**Register map, names as in the netlist**

Scale bar: 20 um.
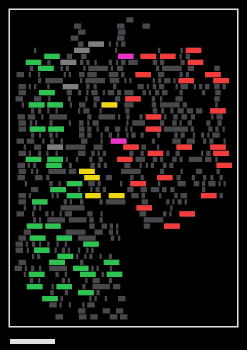
**Logic cells by family**

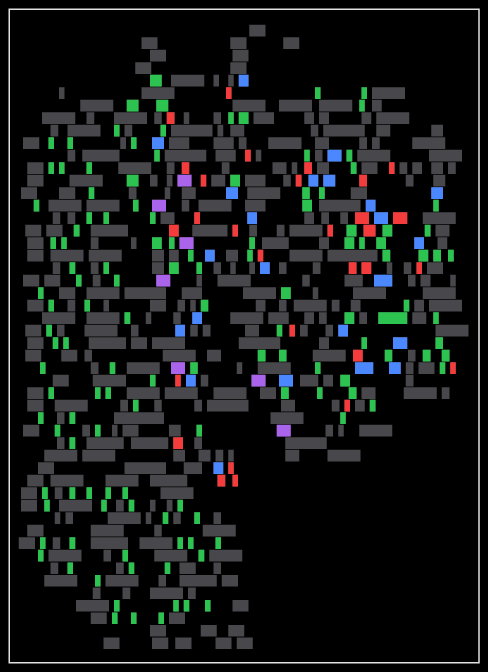
--- config.mk ---
export PLATFORM = sky130hd
export DESIGN_NAME = sequence_player
export DESIGN_NICKNAME = d
export VERILOG_FILES = /design/src/rtl/sequence_player.sv
export SDC_FILE = /design/constraint.sdc
export NUM_CORES = 1
export LEC_CHECK = 0
export CELL_PAD_IN_SITES_DETAIL_PLACEMENT = 1
export CELL_PAD_IN_SITES_GLOBAL_PLACEMENT = 1
export CORE_ASPECT_RATIO = 1.4
export CORE_MARGIN = 1
export CORE_UTILIZATION = 25
export CTS_CLUSTER_SIZE = 20
export DETAILED_ROUTE_END_ITERATION = 16
export GPL_TIMING_DRIVEN = 0
export PLACE_DENSITY = 0.63
export SYNTH_ARGS = -nofsm -noshare
export SYNTH_HDL_FRONTEND = slang
export SYNTH_SLANG_ARGS = --single-unit
--- constraint.sdc ---
create_clock -name CLOCK_50 -period 6.9 [get_ports CLOCK_50]
set_input_delay 1.38 -clock CLOCK_50 [delete_from_list [all_inputs] [get_ports CLOCK_50]]
set_output_delay 1.38 -clock CLOCK_50 [all_outputs]
set_load 0.1 [all_outputs]
--- src/rtl/sequence_player.sv ---
// Memory-game LED sequence player: shows each stored colour for a lit
// interval followed by a dark gap, then flags completion on end_FPGA.
//
// Ports:
//   CLOCK_50  system clock
//   reset     synchronous active-high reset
//   start     play request (accepted only in IDLE or DONE)
//   abort     synchronous return to IDLE
//   round     number of steps to play (clamped to MAX_LEN)
//   seq       packed 2-bit symbols, step i = seq[2*i+1:2*i]
//   leds      one-hot LED drive for the current symbol, 0 when dark
//   busy      high while a sequence is being shown
//   end_FPGA  high once the whole sequence has been shown
//   step_idx  index of the step currently being shown
module sequence_player #(
  parameter int ON_TICKS  = 25_000_000,
  parameter int OFF_TICKS = 12_500_000,
  parameter int MAX_LEN   = 16
) (
  input  logic                 CLOCK_50,
  input  logic                 reset,
  input  logic                 start,
  input  logic                 abort,
  input  logic [4:0]           round,
  input  logic [2*MAX_LEN-1:0] seq,
  output logic [3:0]           leds,
  output logic                 busy,
  output logic                 end_FPGA,
  output logic [4:0]           step_idx
);

  localparam int MAXT = (ON_TICKS > OFF_TICKS) ? ON_TICKS : OFF_TICKS;
  localparam int CW   = (MAXT > 1) ? $clog2(MAXT) : 1;

  localparam logic [CW-1:0] ON_LAST  = CW'(ON_TICKS - 1);
  localparam logic [CW-1:0] OFF_LAST = CW'(OFF_TICKS - 1);
  localparam logic [4:0]    MAXL     = 5'(MAX_LEN);

  typedef enum logic [1:0] {
    S_IDLE,
    S_ON,
    S_OFF,
    S_DONE
  } state_e;

  state_e               state_q, state_d;
  logic [CW-1:0]        cnt_q, cnt_d;
  logic [4:0]           idx_q, idx_d;
  logic [4:0]           len_q, len_d;
  logic [2*MAX_LEN-1:0] seq_q, seq_d;

  logic [4:0] rlen;
  logic [1:0] sym;

  assign rlen = (round > MAXL) ? MAXL : round;
  assign sym  = seq_q[{idx_q, 1'b0} +: 2];

  always_ff @(posedge CLOCK_50) begin
    if (reset) begin
      state_q <= S_IDLE;
      cnt_q   <= '0;
      idx_q   <= '0;
      len_q   <= '0;
      seq_q   <= '0;
    end else begin
      state_q <= state_d;
      cnt_q   <= cnt_d;
      idx_q   <= idx_d;
      len_q   <= len_d;
      seq_q   <= seq_d;
    end
  end

  always_comb begin
    state_d = state_q;
    cnt_d   = cnt_q;
    idx_d   = idx_q;
    len_d   = len_q;
    seq_d   = seq_q;
    unique case (state_q)
      S_IDLE, S_DONE: begin
        if (start) begin
          seq_d   = seq;
          len_d   = rlen;
          idx_d   = '0;
          cnt_d   = '0;
          state_d = (rlen == 5'd0) ? S_DONE : S_ON;
        end
      end
      S_ON: begin
        if (cnt_q == ON_LAST) begin
          cnt_d   = '0;
          state_d = S_OFF;
        end else begin
          cnt_d = cnt_q + 1'b1;
        end
      end
      S_OFF: begin
        if (cnt_q == OFF_LAST) begin
          cnt_d = '0;
          if (idx_q == len_q - 5'd1) begin
            state_d = S_DONE;
          end else begin
            idx_d   = idx_q + 5'd1;
            state_d = S_ON;
          end
        end else begin
          cnt_d = cnt_q + 1'b1;
        end
      end
      default: state_d = S_IDLE;
    endcase
    // abort beats any start seen in the same cycle
    if (abort) begin
      state_d = S_IDLE;
      cnt_d   = '0;
      idx_d   = '0;
    end
  end

  assign leds     = (state_q == S_ON) ? (4'b0001 << sym) : 4'b0000;
  assign busy     = (state_q == S_ON) || (state_q == S_OFF);
  assign end_FPGA = (state_q == S_DONE);
  assign step_idx = idx_q;

endmodule
==> results.sh <==
# physical design summary
export IMPL_crit_path_cell_trace="buf_2, mux4_2, mux2_2, o21ai_0, o21ai_0, nor2_1, clkdlybuf4s50_1"
export IMPL_most_common_cell="nand2_1"
export IMPL_combPwrFrac_pct=10.8
export IMPL_cp_num_cells=7
export IMPL_cpLargestDelayFamily="buffers and inverters"
export IMPL_grt_overflow=0
export IMPL_dpl_hpwl_um=7800
export IMPL_finalClockPeriodUsage_pct=72.8
export IMPL_slew_headroom_pct=33.2
export IMPL_r2r_start="cnt_q[0]$_SDFFE_PP0N_"
export IMPL_htreeDepth=3
export IMPL_yosysTopAreaCell="dfxtp_1"
export IMPL_crit_path_max_fanout=10
export IMPL_seq_share_pct=30.3
export IMPL_wl_um=10400
export IMPL_cts_tree="built"
export IMPL_path_clk_slew_ns=0.06
export IMPL_vias=3349
export IMPL_reg2reg_to="cnt_q[21]$_SDFFE_PP0N_"
export IMPL_fmax_mhz=199
export IMPL_grt_pass1_vias=3452
export IMPL_p_seq_share_pct=40.4
export IMPL_nClkBuffers=9
export IMPL_fa_ha_area_share_pct=2.51
export IMPL_holdBufCountCts=0
export IMPL_finalMaxSlewViolations=0
export IMPL_cts_buffer_depth=2
export IMPL_hold_viol=0
export IMPL_gp_congestion=0.740
export IMPL_grtUsageTotal_pct=15.1
export IMPL_yosys_stat_seqShare_pct=39.6
export IMPL_diodes=0
export IMPL_use_met2_pct=28.7
export IMPL_buf_share_pct=14.0
export IMPL_top_area_share_pct=39.6
export IMPL_crit_arrival_ns=3.65
export IMPL_clock_area_share_pct=7.12
export IMPL_fin_total_pwr_mw=1.04
export IMPL_ioPinCount=52
export IMPL_busiest_layer="met2"
export IMPL_warning_count=29
export IMPL_grtUsageMet3_pct=2.96
export IMPL_syn2layout_area_growth_pct=30.4
export IMPL_maxUsedRoutingLayer="met4"
export IMPL_drive_above_1_share_pct=9.29
export IMPL_dp_slack_ns=2.16
export IMPL_met3RoutedLength_um=270
export IMPL_outcome="finished clean"
export IMPL_startpoint_type="register"
export IMPL_cp_startpoint="step_idx[0]$_SDFFE_PP0P_"
export IMPL_min_period_ns=5.03
export IMPL_critPathCaptureType="primary output"
export IMPL_ys_area_um2=3490
export IMPL_fp_coreArea_um2=13500
export IMPL_die_width_um=102
export IMPL_cpMostUsedCell="o21ai_0"
export IMPL_initCoreUtil_pct=25.8
export IMPL_pg_comb_mw=0.113
export IMPL_wl_per_cell_um=15.3
export IMPL_r2r_slack_ns=4.35
export IMPL_final_area_um2=4550
export IMPL_yosys_cells=428
export IMPL_drtIter0Drc=94
export IMPL_wl_met1_um=4280
export IMPL_post_dp_cell_area_um2=4230
export IMPL_synth_area_per_cell_um2=8.16
export IMPL_largest_class="multi-input combinational cells"
export IMPL_clock_net_power_mw=0.508
export IMPL_compound_area_share_pct=20.5
export IMPL_ff_type="dfxtp_1"
export IMPL_biggestRegsByFlops="seq_q x32, cnt_q x25"
export IMPL_clk_latency_ns=0.34
export IMPL_p_sw_mw=0.263
export IMPL_p_per_area_nw_per_um2=229
export IMPL_whs_path_depth=2
export IMPL_syn_inst=428
export IMPL_root_buffer="clkbuf_16"
export IMPL_post_cts_resized=0
export IMPL_wl_met2_um=5680
export IMPL_mux_area_share_pct=6.06
export IMPL_postRouteAntennaNets=0
export IMPL_drc=0
export IMPL_power_leakage_nw=1.53
export IMPL_rr_worst_depth=9
export IMPL_grt_max_degree=14
export IMPL_dieArea_um2=14500
export IMPL_cap_violations=0
export IMPL_cpPeakStageDelay_ns=1.16
export IMPL_die_y_um=142
export IMPL_ys_top_cells_by_count="nand2_1 (98), dfxtp_1 (69), a21oi_1 (59)"
export IMPL_setup_viol=0
export IMPL_inverters=10
export IMPL_cts_buffers=9
export IMPL_required_ns=5.52
export IMPL_timing_hold_ws_ns=0.454
export IMPL_placed_cells=661
export IMPL_min_to="seq_q[15]$_SDFFE_PP0P_"
export IMPL_clkSinkCount=69
export IMPL_cp_endpoint="leds[0]"
export IMPL_path_buffers=2
export IMPL_edf_count=0
export IMPL_pwr_share_clk_pct=48.7
export IMPL_tns_ns=0
export IMPL_hp_class="reg -> reg"
export IMPL_syn_cell_area_um2=3490
export IMPL_power_group_top="clock"
export IMPL_synthTopLogicFamily="simple AND/OR/NAND/NOR gates"
export IMPL_grt_pass1_wl_um=16800
export IMPL_flops=69
export IMPL_power_switching_share_pct=25.2
export IMPL_rsz0062_at_grt="no"
export IMPL_comb_cells=322
export IMPL_worst_pin_slew_ns=0.999
export IMPL_nWellTaps=182
export IMPL_xor_share_pct=1.76
export IMPL_min_delay_start="seq_q[15]$_SDFFE_PP0P_"
export IMPL_viasPerCell=4.95
export IMPL_nFillCells=1660
export IMPL_p_int_mw=0.781
export IMPL_ys_sh_simple_pct=25.0
export IMPL_nonClockBufferCount=78
export IMPL_largest_reg_flops=32
export IMPL_fin_ws_ns=1.87
export IMPL_critPathSlowestCell="clkdlybuf4s50_1"
export IMPL_std_cell_rows=50
export IMPL_layout_nets=538
export IMPL_io_buffers=51
export IMPL_finClkSkew_ns=0.00881
export IMPL_regMostFlops="seq_q"
export IMPL_synth_nets=476
export IMPL_antenna_found_initial=0
Notes on 'register map, names as in the netlist' above:
Key: yellow = step_idx [placed flops 5]; magenta = state_q [placed flops 2]; red = cnt_q [placed flops 25]; green = seq_q [placed flops 32, where a vertical strip on the left]
Another 5 sequential cells are not colored.
Final Util: 33.7%
seq pwr: 0.422 mW
sequential cell area: 1380 um2

Notes on 'logic cells by family' above:
Key: purple = xor and xnor cells [cells 7]; green = nand cells [cells 129, where widely spread]; blue = and/or cells [cells 23]; red = nor cells [cells 29]
Top cell excl fill/tap: nand2_1
non-filler cells, final: 677
logic share of the area: 42.8%

No activity file was given, so power comes from the tool's default toggle rates.
